### Sequential cells grouped by signal name, run 1

Scale: 4 px per um. Other sequential cells in the stronger gray, the rest of the logic in the fainter gray.
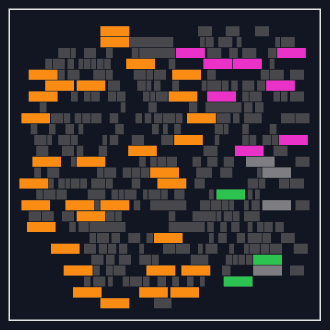
### Sizing map, run 1

Scale: 4 px per um.
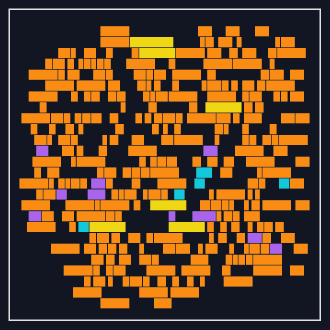
### Placed cells, one color a class, run 1

Scale: 6 px per um.
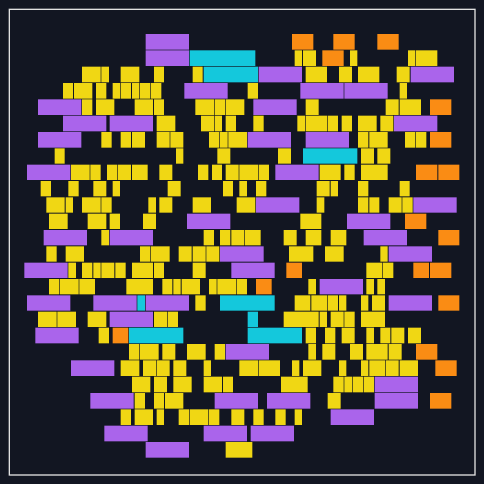
==> src/rtl/button_press_classifier_if.sv <==
// Edge pulses from the debouncer into the classifier, plus the classified events out of it.
interface button_press_classifier_if;
    logic       button_just_went_active;
    logic       button_just_went_inactive;
    logic       short_press;
    logic       long_press;
    logic       double_press;
    logic       long_held;
    logic [7:0] event_count;

    modport master (
        output button_just_went_active,
        output button_just_went_inactive,
        input  short_press,
        input  long_press,
        input  double_press,
        input  long_held,
        input  event_count
    );

    modport slave (
        input  button_just_went_active,
        input  button_just_went_inactive,
        output short_press,
        output long_press,
        output double_press,
        output long_held,
        output event_count
    );
endinterface

==> src/rtl/button_press_classifier.sv <==
// Classifies debounced press/release pulses into short, long and double press events.
//
// state     | meaning
// IDLE      | button released, no gesture in progress
// PRESS1    | first press held, timing toward long-press threshold
// GAP       | released after a short first press, waiting for a possible second press
// PRESS2    | second press held; release or threshold both classify as double
// LONG_HELD | long or double-long press still held, long_held asserted
module button_press_classifier #(
    parameter int LONG_PRESS_CLOCK_PERIODS       = 100,
    parameter int DOUBLE_PRESS_GAP_CLOCK_PERIODS = 50,
    parameter int COUNTER_WIDTH                  = 32
) (
    input logic clock,
    input logic reset,
    button_press_classifier_if.slave bus
);
    typedef enum logic [2:0] {
        IDLE,
        PRESS1,
        GAP,
        PRESS2,
        LONG_HELD
    } state_t;

    localparam logic [COUNTER_WIDTH-1:0] LONG_LAST = COUNTER_WIDTH'(LONG_PRESS_CLOCK_PERIODS - 1);
    localparam logic [COUNTER_WIDTH-1:0] GAP_LAST  = COUNTER_WIDTH'(DOUBLE_PRESS_GAP_CLOCK_PERIODS - 1);

    state_t                   state;
    logic [COUNTER_WIDTH-1:0] cnt;
    logic                     short_press_q;
    logic                     long_press_q;
    logic                     double_press_q;
    logic                     long_held_q;
    logic [7:0]               event_count_q;
    logic                     act;
    logic                     inact;

    // Coincident press and release edges are treated as a glitch and dropped.
    assign act   = bus.button_just_went_active & ~bus.button_just_went_inactive;
    assign inact = bus.button_just_went_inactive & ~bus.button_just_went_active;

    always_ff @(posedge clock) begin
        if (!reset) begin
            state          <= IDLE;
            cnt            <= '0;
            short_press_q  <= 1'b0;
            long_press_q   <= 1'b0;
            double_press_q <= 1'b0;
            long_held_q    <= 1'b0;
            event_count_q  <= 8'h00;
        end else begin
            short_press_q  <= 1'b0;
            long_press_q   <= 1'b0;
            double_press_q <= 1'b0;
            cnt            <= cnt + 1'b1;
            case (state)
                IDLE: begin
                    if (act) begin
                        state <= PRESS1;
                        cnt   <= '0;
                    end
                end
                PRESS1: begin
                    if (inact) begin
                        state <= GAP;
                        cnt   <= '0;
                    end else if (cnt == LONG_LAST) begin
                        state         <= LONG_HELD;
                        cnt           <= '0;
                        long_press_q  <= 1'b1;
                        long_held_q   <= 1'b1;
                        event_count_q <= event_count_q + 8'd1;
                    end
                end
                GAP: begin
                    // A press landing on the expiry cycle still counts as the second press.
                    if (act) begin
                        state <= PRESS2;
                        cnt   <= '0;
                    end else if (cnt == GAP_LAST) begin
                        state         <= IDLE;
                        cnt           <= '0;
                        short_press_q <= 1'b1;
                        event_count_q <= event_count_q + 8'd1;
                    end
                end
                PRESS2: begin
                    if (inact) begin
                        state          <= IDLE;
                        cnt            <= '0;
                        double_press_q <= 1'b1;
                        event_count_q  <= event_count_q + 8'd1;
                    end else if (cnt == LONG_LAST) begin
                        state          <= LONG_HELD;
                        cnt            <= '0;
                        double_press_q <= 1'b1;
                        long_held_q    <= 1'b1;
                        event_count_q  <= event_count_q + 8'd1;
                    end
                end
                LONG_HELD: begin
                    if (inact) begin
                        state       <= IDLE;
                        cnt         <= '0;
                        long_held_q <= 1'b0;
                    end
                end
                default: begin
                    state       <= IDLE;
                    cnt         <= '0;
                    long_held_q <= 1'b0;
                end
            endcase
        end
    end

    assign bus.short_press  = short_press_q;
    assign bus.long_press   = long_press_q;
    assign bus.double_press = double_press_q;
    assign bus.long_held    = long_held_q;
    assign bus.event_count  = event_count_q;
endmodule

==> src/flat_wrapper.sv <==
// flat-port wrapper written by rule: the top's interface ports become plain ports
module button_press_classifier_flat 
#(
    parameter int LONG_PRESS_CLOCK_PERIODS       = 100,
    parameter int DOUBLE_PRESS_GAP_CLOCK_PERIODS = 50,
    parameter int COUNTER_WIDTH                  = 32
)
  (clock, reset, bus_button_just_went_active, bus_button_just_went_inactive, bus_short_press, bus_long_press, bus_double_press, bus_long_held, bus_event_count);
  button_press_classifier_if bus_i ();
  input logic clock;
  input logic reset;
  input wire logic [$bits(bus_i.button_just_went_active)-1:0] bus_button_just_went_active;
  input wire logic [$bits(bus_i.button_just_went_inactive)-1:0] bus_button_just_went_inactive;
  output wire logic [$bits(bus_i.short_press)-1:0] bus_short_press;
  output wire logic [$bits(bus_i.long_press)-1:0] bus_long_press;
  output wire logic [$bits(bus_i.double_press)-1:0] bus_double_press;
  output wire logic [$bits(bus_i.long_held)-1:0] bus_long_held;
  output wire logic [$bits(bus_i.event_count)-1:0] bus_event_count;
  assign bus_i.button_just_went_active = bus_button_just_went_active;
  assign bus_i.button_just_went_inactive = bus_button_just_went_inactive;
  assign bus_short_press = bus_i.short_press;
  assign bus_long_press = bus_i.long_press;
  assign bus_double_press = bus_i.double_press;
  assign bus_long_held = bus_i.long_held;
  assign bus_event_count = bus_i.event_count;
  button_press_classifier #(.LONG_PRESS_CLOCK_PERIODS(LONG_PRESS_CLOCK_PERIODS), .DOUBLE_PRESS_GAP_CLOCK_PERIODS(DOUBLE_PRESS_GAP_CLOCK_PERIODS), .COUNTER_WIDTH(COUNTER_WIDTH)) u_core (.clock(clock), .reset(reset), .bus(bus_i));
endmodule
==> config.mk <==
export PLATFORM = sky130hd
export DESIGN_NAME = button_press_classifier_flat
export DESIGN_NICKNAME = d
export VERILOG_FILES = /design/src/rtl/button_press_classifier_if.sv /design/src/rtl/button_press_classifier.sv /design/src/flat_wrapper.sv
export SDC_FILE = /design/constraint.sdc
export NUM_CORES = 1
export LEC_CHECK = 0
export CORE_MARGIN = 2
export CORE_UTILIZATION = 45
export CTS_BUF_LIST = sky130_fd_sc_hd__clkbuf_16
export DETAILED_ROUTE_END_ITERATION = 7
export PLACE_DENSITY = 0.61
export SYNTH_ARGS = -nofsm -noshare
export SYNTH_HDL_FRONTEND = slang
export SYNTH_SLANG_ARGS = --single-unit
==> constraint.sdc <==
create_clock -name clock -period 3.9 [get_ports clock]
set_input_delay 0.78 -clock clock [delete_from_list [all_inputs] [get_ports clock]]
set_output_delay 0.78 -clock clock [all_outputs]
set_load 0.01 [all_outputs]
==> flow_summary_export.csv, run 1 <==
group,metric,value,unit
placement,dpl_cell_area,2610,sq um
run,maxCapViolations,0,
power,vdd_drop_max,242,uV
final_timing,clock_skew,0.00900,ns
clock_tree,cts.sinks,47,
clock_tree,post_cts_buffers,0,
routing,top_layer,"met4",
global_routing,grt-ovfl-total,0,
min_path,hold_depth,2,
cells_and_area,design_area,2770,sq um
routing,via_per_inst,5.58,
global_routing,grt_pass1_wl,8780,um
synth,syn_nets,290,
floorplanning,die_h,77.4,um
placement,gp_congestion,0.836,
synth,synthAoiAreaFrac,0.138,
final_timing,fin_crit,2.73,ns
synth,mux_share,0.0248,
setup_path,critPathCapture,"u_core.cnt[31]$_SDFF_PN0_",
placement,dpl.cell_count,358,
routing,wl_met1,2530,um
clock_tree,cts_hold_buf,0,
synth,yosys_cells,283,
synth,ys_seq_share,0.388,
global_routing,grt_max_degree,33,
run,warnings,27,
clock_tree,clockRootBuffer,"clkbuf_16",
synth,ys.flops,47,
synth,flop_cell,"dfxtp_1",
min_path,min_path_type,"register to register",
global_routing,grt_pass1_vias,1858,
final_timing,max_clock_freq,0.366,GHz
synth,simple_gate_share,0.283,
final_timing,slew_viol_final,0,
setup_path,cp.required,4.02,ns
synth,xor_share,0.105,
routing,ant_nets,0,
cells_and_area,layout.cells.most_common,"dfxtp_1",
power,cellPowerDensity,384,nW/um^2
outcome,status,"completed",
routing,num_vias,2044,
min_path,holdCritStartpoint,"u_core.bus.event_count[7]$_SDFFE_PN0P_",
synth,postSynthCellCount,283,
synth,ys_warn_count,0,
floorplanning,core_util_floorplan,0.472,
final_timing,holdWs,0.470,ns
final_timing,finalSetupViolations,0,
synth,ys_top_logic_family,"simple AND/OR/NAND/NOR gates",
synth,synth_cell_types,45,
setup_path,cp-startpoint,"u_core.cnt[3]$_SDFF_PN0_",
setup_path,crit_type,"register to register",
setup_path,rr_startpoint,"u_core.cnt[3]$_SDFF_PN0_",
clock_tree,cts_tree,"built",
final_timing,tightest_slew,1.15,ns
synth,synthArstFlopShare,0,
final_timing,post-route-period-util,0.700,
setup_path,cp_max_fo,32,
clock_tree,cts_max_level,2,
synth,netlist_area,2420,sq um
cells_and_area,num-fill-cells,550,
setup_path,startpoint_type,"register",
final_timing,setup_tns,0,ns
power,leakagePower,0.000927,uW
floorplanning,die_area,5990,sq um
routing,remaining_drc_errors,0,
clock_tree,clockBufferDepth,2,
About 'Sequential cells grouped by signal name':
Key: magenta = `u_core.bus.event_count` [placed flops 8, where upper right]; orange = `u_core.cnt` [placed flops 32]; green = `u_core.state` [placed flops 3]
sequential power: 501 uW
sequential cell area: 941 sq um
Util after Layout: 0.539
sequential share of cell area: 0.340

About 'Sizing map':
Key: yellow = drive 6 and up [cells 6]; orange = drive 1 or less [cells 275]; purple = drive 2 [cells 10]; cyan = drive 3 to 4 [cells 5]
post-route setup slack: 1.17 ns
Buffers, non-clock: 19

About 'Placed cells, one color a class':
Key: cyan = clock drivers and dummy loads [cells 8, share of their area 6.1%]; orange = other buffers and delay cells [cells 19, share of their area 6.7%]; yellow = all other logic [cells 222, share of their area 52%]; purple = flip-flops [cells 47, share of their area 35%]

==> run 1: layer usage <==
metal,track usage,up-vias
met3,0.0430,5
met1,0.235,960
met2,0.282,28
met5,0,-
met4,0.0696,0
li1,-,1051
==> run 1: where the power goes <==
group / total [uW] / switching, uW / internal, uW
combinational: 85.8 / 54.3 / 31.5
sequential: 501 / 11.7 / 490
clock: 477 / 178 / 299
==> run 1: sequential cells by signal, indices dropped and copies added, names as in the netlist <==
register	cells
u_core.bus.long_held	1
u_core.bus.long_press	1
u_core.bus.event_count	8
u_core.bus.short_press	1
u_core.state	3
u_core.cnt	32
u_core.bus.double_press	1
==> run 1: synth_stat cells, drive strengths merged, types with 7 or more instances <==
cell	instances	area, sq um
a21oi	36	188
and3	7	45.1
clkbuf	9	46.3
dfxtp	47	941
inv	7	26.3
nand2	21	78.8
nand2b	9	56.3
nand3	17	85.1
nand4	12	75.1
nor2	10	37.5
nor3	14	70.1
nor4	9	62.6
xnor2	21	184
xor2	8	70.1
==> run 1: kinds of logic after synthesis <==
group	after synthesis
buffers and inverters	21
AND-OR/OR-AND	55
AND/OR/NAND/NOR	122
adder cells (fa/ha/maj)	3
multiplexers	6
flip-flops	47
XOR/XNOR	29
==> run 1: critical path: stages (launching register included) <==
cell and delay [ns]:
dfxtp_1 0.34, nor4_1 0.37, nand4_1 0.24, nor4_1 0.33, buf_4 0.19, or3_1 0.87
a22oi_1 0.21
==> run 1: final cells by class <==
class / instances / share of cell area
multi-input combinational: 215 / 0.495
clock inverter: 3 / 0.0140
timing repair buffer: 19 / 0.0650
inverter: 7 / 0.00948
tap: 70 / 0.0316
clock buffer: 5 / 0.0451
sequential: 47 / 0.340
==> inputs of run 2 (changes only) <==
--- a/config.mk
+++ b/config.mk
@@ -9,7 +9,7 @@
 export CORE_UTILIZATION = 45
 export CTS_BUF_LIST = sky130_fd_sc_hd__clkbuf_16
 export DETAILED_ROUTE_END_ITERATION = 7
-export PLACE_DENSITY = 0.61
+export PLACE_DENSITY = 0.64
 export SYNTH_ARGS = -nofsm -noshare
 export SYNTH_HDL_FRONTEND = slang
 export SYNTH_SLANG_ARGS = --single-unit
==> constraint.sdc (replaced) <==
create_clock -name clock -period 2.2 [get_ports clock]
set_input_delay 0.44 -clock clock [delete_from_list [all_inputs] [get_ports clock]]
set_output_delay 0.44 -clock clock [all_outputs]
set_load 0.01 [all_outputs]
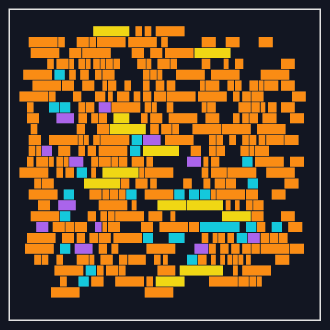
*Sizing map, run 2*
Scale: 4 px per um.
Key: orange = drive 1 or less [cells 272]; yellow = drive 6 and up [cells 12]; purple = drive 2 [cells 12]; cyan = drive 3 to 4 [cells 24]

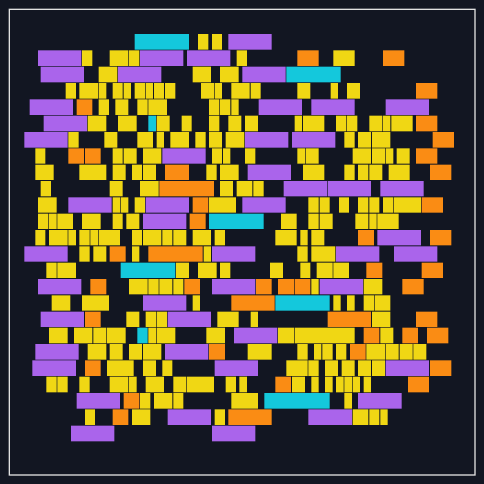
*Placed cells, one color a class, run 2*
Scale: 6 px per um.
Key: purple = flip-flops [cells 47, share of their area 32%]; cyan = clock drivers and dummy loads [cells 8, share of their area 5.5%]; orange = other buffers and delay cells [cells 43, share of their area 15%]; yellow = all other logic [cells 222, share of their area 48%]
sequential share of cell area: 0.308
Util after Layout: 0.595
fin area: 3060 sq um
Row Count: 26

==> flow_summary_export.csv, run 2 <==
group,metric,value,unit
synth,mux_share,0.0248,
global_routing,grt-ovfl-total,0,
final_timing,slew_viol_final,0,
clock_tree,cts_tree,"built",
global_routing,met1_usage,0.250,
floorplanning,core_util_floorplan,0.472,
floorplanning,die_h,77.4,um
final_timing,max_clock_freq,0.472,GHz
run,maxCapViolations,0,
synth,synthArstFlopShare,0,
synth,ys_warn_count,0,
synth,synthAoiAreaFrac,0.138,
clock_tree,path_clk_slew,0.06,ns
global_routing,use_met2,0.313,
routing,remaining_drc_errors,0,
synth,most_common_cell,"dfxtp_1",
clock_tree,cts.sinks,47,
cells_and_area,final_cells,390,
synth,yosys_cells,283,
placement,dpl.cell_count,378,
cells_and_area,layout.cells.most_common,"dfxtp_1",
placement,dpl_cell_area,2780,sq um
clock_tree,clockRootBuffer,"clkbuf_16",
cells_and_area,num-fill-cells,497,
global_routing,grt_pass1_vias,2022,
outcome,status,"completed",
placement,port_buffers,15,
cells_and_area,syn2layout_area_growth,26.2,%
synth,synth_cell_types,45,
setup_path,slowest_stage,"or4_4",
synth,synth_area_leader_cell,"dfxtp_1",
setup_path,crit_path_end_kind,"register",
final_timing,tightest_slew,0.558,ns
global_routing,busiest_layer,"met2",
final_timing,post-route-period-util,0.962,
power,vdd_drop_max,378,uV
clock_tree,cts_made_buffers,5,
routing,num_vias,2141,
setup_path,startpoint_type,"register",
final_timing,fin_crit,2.12,ns
setup_path,cp_top_family,"simple AND/OR/NAND/NOR gates",
cells_and_area,largest-register,"u_core.cnt",
global_routing,grt_max_degree,33,
setup_path,cp_max_fo,8,
final_timing,finalSetupViolations,0,
placement,dpl_worst_slack,-0.00264,ns
synth,xor_share,0.105,
clock_tree,cts_max_level,2,
synth,netlist_area,2420,sq um
placement,gp_congestion,0.839,
routing,ant_nets,0,
power,leakagePower,0.00109,uW
global_routing,grt_pass1_wl,9360,um
global_routing,use_met3,0.0453,
floorplanning,io_pins,16,
final_timing,setup_ws,0.0834,ns
power,cellPowerDensity,643,nW/um^2
synth,ys_top_logic_family,"simple AND/OR/NAND/NOR gates",
routing,wl_met1,2640,um
synth,ys.flops,47,
routing,wl_met3,204,um
setup_path,crit_type,"register to register",
setup_path,critPathBufInv,2,
cells_and_area,largest_register_ffs,32,
final_timing,setup_tns,0,ns
synth,ys_seq_share,0.388,
synth,syn_nets,290,
global_routing,grt_util_all_layers,0.190,
clock_tree,clockBufferDepth,2,
power,total_power,1970,uW
synth,synth_top_area_share,0.388,
min_path,min_path_type,"register to register",
setup_path,path_cells,"nor4_1 > nand2_1 > or4_4 > a32oi_4 > buf_12 > buf_6 > a21oi_1",
cells_and_area,fin_nets,326,
synth,postSynthCellCount,283,
synth,synthTopCellsByArea,"dfxtp_1 39%, xnor2_1 7.6%, a21oi_1 7.0%",
setup_path,slowest_delay,0.59,ns
synth,flop_cell,"dfxtp_1",
synth,simple_gate_share,0.283,
synth,top_cells_by_count,"47 x dfxtp_1, 34 x a21oi_1, 21 x nand2_1, 21 x xnor2_1, 17 x nand3_1",
run,warnings,27,
routing,via_per_inst,5.49,
final_timing,holdWs,0.469,ns
floorplanning,die_area,5990,sq um
setup_path,cp.required,2.37,ns
setup_path,critPathArrivalTime,2.29,ns
final_timing,clock_skew,0.00436,ns
routing,top_layer,"met4",
[run 2: netlist changes by cell type in the layout (fill, tap and decap cells not counted)]
cell / before / now
a32oi_2: 1 / 0
a32oi_4: 0 / 1
nor4_2: 1 / 4
buf_12: 0 / 3
buf_6: 0 / 1
nor4_1: 8 / 5
clkbuf_16: 5 / 7
buf_4: 4 / 22
[run 2: power breakdown]
group | total (uW) | switching (uW) | internal (uW)
clock | 842 | 313 | 530
combinational | 239 | 125 | 114
sequential | 884 | 15.3 | 868
[run 2: layout make-up]
type | count | area, sq um | share of cell area
multi-input cells | 215 | 1400 | 0.459
flip-flops and latches | 47 | 941 | 0.308
repair buffers | 43 | 437 | 0.143
clock buffers | 5 | 125 | 0.0409
well taps | 70 | 87.6 | 0.0286
clock inverters | 3 | 38.8 | 0.0127
inverters | 7 | 26.3 | 0.00859
[run 2: cell families after synthesis]
family | Yosys count
AND-OR/OR-AND | 55
XOR/XNOR | 29
adder cells (fa/ha/maj) | 3
buffers and inverters | 21
flip-flops | 47
multiplexers | 6
AND/OR/NAND/NOR | 122
[run 2: path summary, 6_finish.rpt]
kind / cells after the start / slack (ns) / end / startpoint
max: 7 / 0.08 / u_core.cnt[14]$_SDFF_PN0_ / u_core.cnt[21]$_SDFF_PN0_
min: 2 / 0.47 / u_core.bus.event_count[7]$_SDFFE_PN0P_ / u_core.bus.event_count[7]$_SDFFE_PN0P_
max reg2reg: 7 / 0.08 / u_core.cnt[14]$_SDFF_PN0_ / u_core.cnt[21]$_SDFF_PN0_
min reg2reg: 2 / 0.47 / u_core.bus.event_count[7]$_SDFFE_PN0P_ / u_core.bus.event_count[7]$_SDFFE_PN0P_
[run 2: timing repair]
item	in CTS	in global routing
hold buffers	0	0
gates resized	0	4
buffers inserted	0	1
setup endpoints to repair	0	33
==> inputs of run 3 (changes only) <==
--- a/config.mk
+++ b/config.mk
@@ -6,10 +6,10 @@
 export NUM_CORES = 1
 export LEC_CHECK = 0
 export CORE_MARGIN = 2
-export CORE_UTILIZATION = 45
+export CORE_UTILIZATION = 53
 export CTS_BUF_LIST = sky130_fd_sc_hd__clkbuf_16
 export DETAILED_ROUTE_END_ITERATION = 7
-export PLACE_DENSITY = 0.64
+export PLACE_DENSITY = 0.74
 export SYNTH_ARGS = -nofsm -noshare
 export SYNTH_HDL_FRONTEND = slang
 export SYNTH_SLANG_ARGS = --single-unit
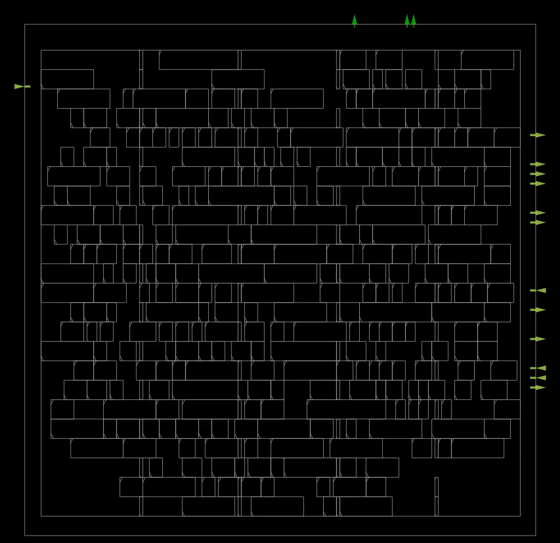
*Cell outlines without signal wires, run 3*
sequential share of cell area: 0.311
tap cells: 52
Util after Layout: 0.691
Final Instance Count excl. Fillers: 367
Row Count: 24

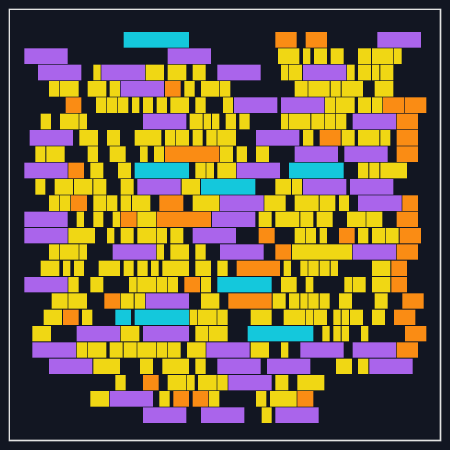
*Placed cells, one color a class, run 3*
Scale: 6 px per um.
Key: purple = flip-flops [cells 47, share of their area 32%]; yellow = all other logic [cells 222, share of their area 49%]; cyan = clock drivers and dummy loads [cells 8, share of their area 6.5%]; orange = other buffers and delay cells [cells 38, share of their area 13%]

==> flow_summary_export.csv, run 3 <==
group,metric,value,unit
setup_path,rr_startpoint,"u_core.cnt[16]$_SDFF_PN0_",
setup_path,crit_type,"register to register",
final_timing,slew_headroom,0.605,
cells_and_area,layout.cells.most_common,"dfxtp_1",
synth,top_cells_by_count,"47 x dfxtp_1, 34 x a21oi_1, 21 x nand2_1, 21 x xnor2_1, 17 x nand3_1",
min_path,min_path_type,"register to register",
synth,netlist_area,2420,sq um
power,vdd_drop_max,529,uV
setup_path,crit_path_end_kind,"register",
synth,syn_nets,290,
synth,synth_area_leader_cell,"dfxtp_1",
final_timing,clock_skew,0.00587,ns
global_routing,grt_pass1_vias,2033,
placement,gp_congestion,0.847,
synth,synthTopCellsByArea,"dfxtp_1 39%, xnor2_1 7.6%, a21oi_1 7.0%",
clock_tree,cts_max_level,2,
global_routing,grt_pass1_wl,9070,um
final_timing,holdWs,0.479,ns
global_routing,met1_usage,0.285,
floorplanning,die_h,71.6,um
synth,synth_top_area_share,0.388,
routing,num_vias,2235,
global_routing,grt_max_degree,33,
clock_tree,cts_hold_buf,0,
final_timing,slew_viol_final,0,
global_routing,use_met3,0.0394,
routing,remaining_drc_errors,0,
cells_and_area,largest_register_ffs,32,
synth,yosys_cells,283,
cells_and_area,num_antenna_cells,0,
clock_tree,clockRootBuffer,"clkbuf_16",
clock_tree,path_clk_slew,0.07,ns
cells_and_area,fin_nets,321,
final_timing,tightest_slew,0.587,ns
cells_and_area,num-fill-cells,380,
global_routing,use_met2,0.368,
power,leakagePower,0.00107,uW
setup_path,startpoint_type,"register",
global_routing,grt-ovfl-total,0,
setup_path,cp.required,2.37,ns
setup_path,cp-startpoint,"u_core.cnt[16]$_SDFF_PN0_",
synth,synth_cell_types,45,
setup_path,cp_max_fo,8,
routing,wl_met3,328,um
clock_tree,cts_made_buffers,5,
synth,postSynthCellCount,283,
final_timing,setup_ws,0.0369,ns
floorplanning,core_util_floorplan,0.553,
synth,synthArstFlopShare,0,
clock_tree,cts.sinks,47,
min_path,holdCritStartpoint,"u_core.cnt[0]$_SDFF_PN0_",
final_timing,setup_tns,0,ns
routing,via_per_inst,6.09,
final_timing,fin_crit,2.16,ns
synth,ys.flops,47,
final_timing,post-route-period-util,0.983,
outcome,status,"completed",
synth,flop_cell,"dfxtp_1",
clock_tree,clockBufferDepth,2,
clock_tree,post_cts_buffers,0,
routing,wl_met1,2530,um
power,cellPowerDensity,688,nW/um^2
clock_tree,cts_tree,"built",
synth,most_common_cell,"dfxtp_1",
routing,top_layer,"met4",
global_routing,grt_util_all_layers,0.218,
global_routing,busiest_layer,"met2",
run,maxCapViolations,0,
final_timing,max_clock_freq,0.462,GHz
floorplanning,io_pins,16,
power,total_power,2080,uW
synth,ys_warn_count,0,
setup_path,critPathArrivalTime,2.33,ns
floorplanning,die_area,5130,sq um
clock_tree,cts_resized,0,
cells_and_area,syn2layout_area_growth,24.9,%
placement,dpl_worst_slack,0.00989,ns
final_timing,finalSetupViolations,0,
run,warnings,27,
==> run 3: kinds of logic (layout without fill, tap and decap cells) <==
family | Yosys count | after routing | share of synthesized area
compound gates | 55 | 55 | 0.138
buf+inv | 21 | 53 | 0.0454
xor+xnor | 29 | 29 | 0.105
fa+ha+maj | 3 | 3 | 0.0155
flops | 47 | 47 | 0.388
mux | 6 | 6 | 0.0248
simple gates | 122 | 122 | 0.283
==> run 3: stage by stage <==
step / cell area (sq um) / util / std cells
floorplan: 2420 / - / 283
global placement: 2730 / 0.623 / 356
detailed placement: 2730 / 0.623 / 356
CTS: 2920 / 0.667 / 364
global route: 3030 / 0.691 / 367
finish: 3030 / 0.691 / 367
==> run 3: final cells by class <==
cell class	instances	area, sq um	area share
well taps	52	65.1	0.0215
flip-flops and latches	47	942	0.311
multi-input cells	215	1420	0.467
clock inverters	3	67.6	0.0223
repair buffers	38	387	0.128
inverters	7	26.3	0.00868
clock buffers	5	125	0.0413
==> run 3: path summary, 6_finish.rpt <==
kind | to | slack, ns | cells after the start
setup / recovery | u_core.cnt[1]$_SDFF_PN0_ | 0.04 | 6
hold / removal | u_core.cnt[0]$_SDFF_PN0_ | 0.48 | 1
setup reg to reg | u_core.cnt[1]$_SDFF_PN0_ | 0.04 | 6
hold reg to reg | u_core.cnt[0]$_SDFF_PN0_ | 0.48 | 1
==> run 3: power by group <==
part | leakage (uW) | internal [uW] | switching, uW | total, uW
Combinational | 0.000600 | 104 | 125 | 229
Sequential | 0.000380 | 868 | 15.8 | 884
Clock | 0.0000900 | 651 | 321 | 971
Total | 0.00107 | 1620 | 461 | 2080
==> run 3: worst max-delay path: stages (launching register included) <==
cell       delay, ns
dfxtp_1         0.35
nor4_2          0.34
nand4_1         0.21
or4_4           0.49
a32oi_4         0.35
clkbuf_16       0.24
a21oi_1         0.07

==> notes/layouts.md <==
Pictures saved along the way, in no particular order.

M3 wires.
Scale: 4 px per um. Cells faint in the background.
picture 1
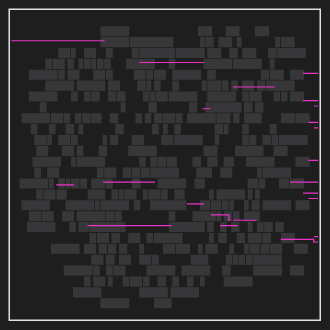
picture 2
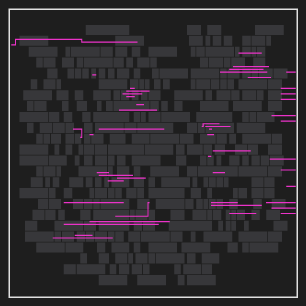
picture 3
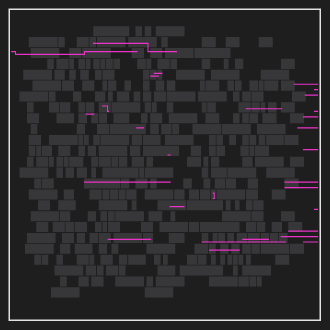
For run 2, see picture 3.
For run 3, see picture 2.
For run 1, see picture 1.
Of these, smallest die: picture 2

Key to picture 1:
The longest straight run is 23.0 um. The layer holds 2.8% of the routed length. The wires run mostly horizontal.

Power figures rest on the tool's default switching activity, not on a simulated workload.
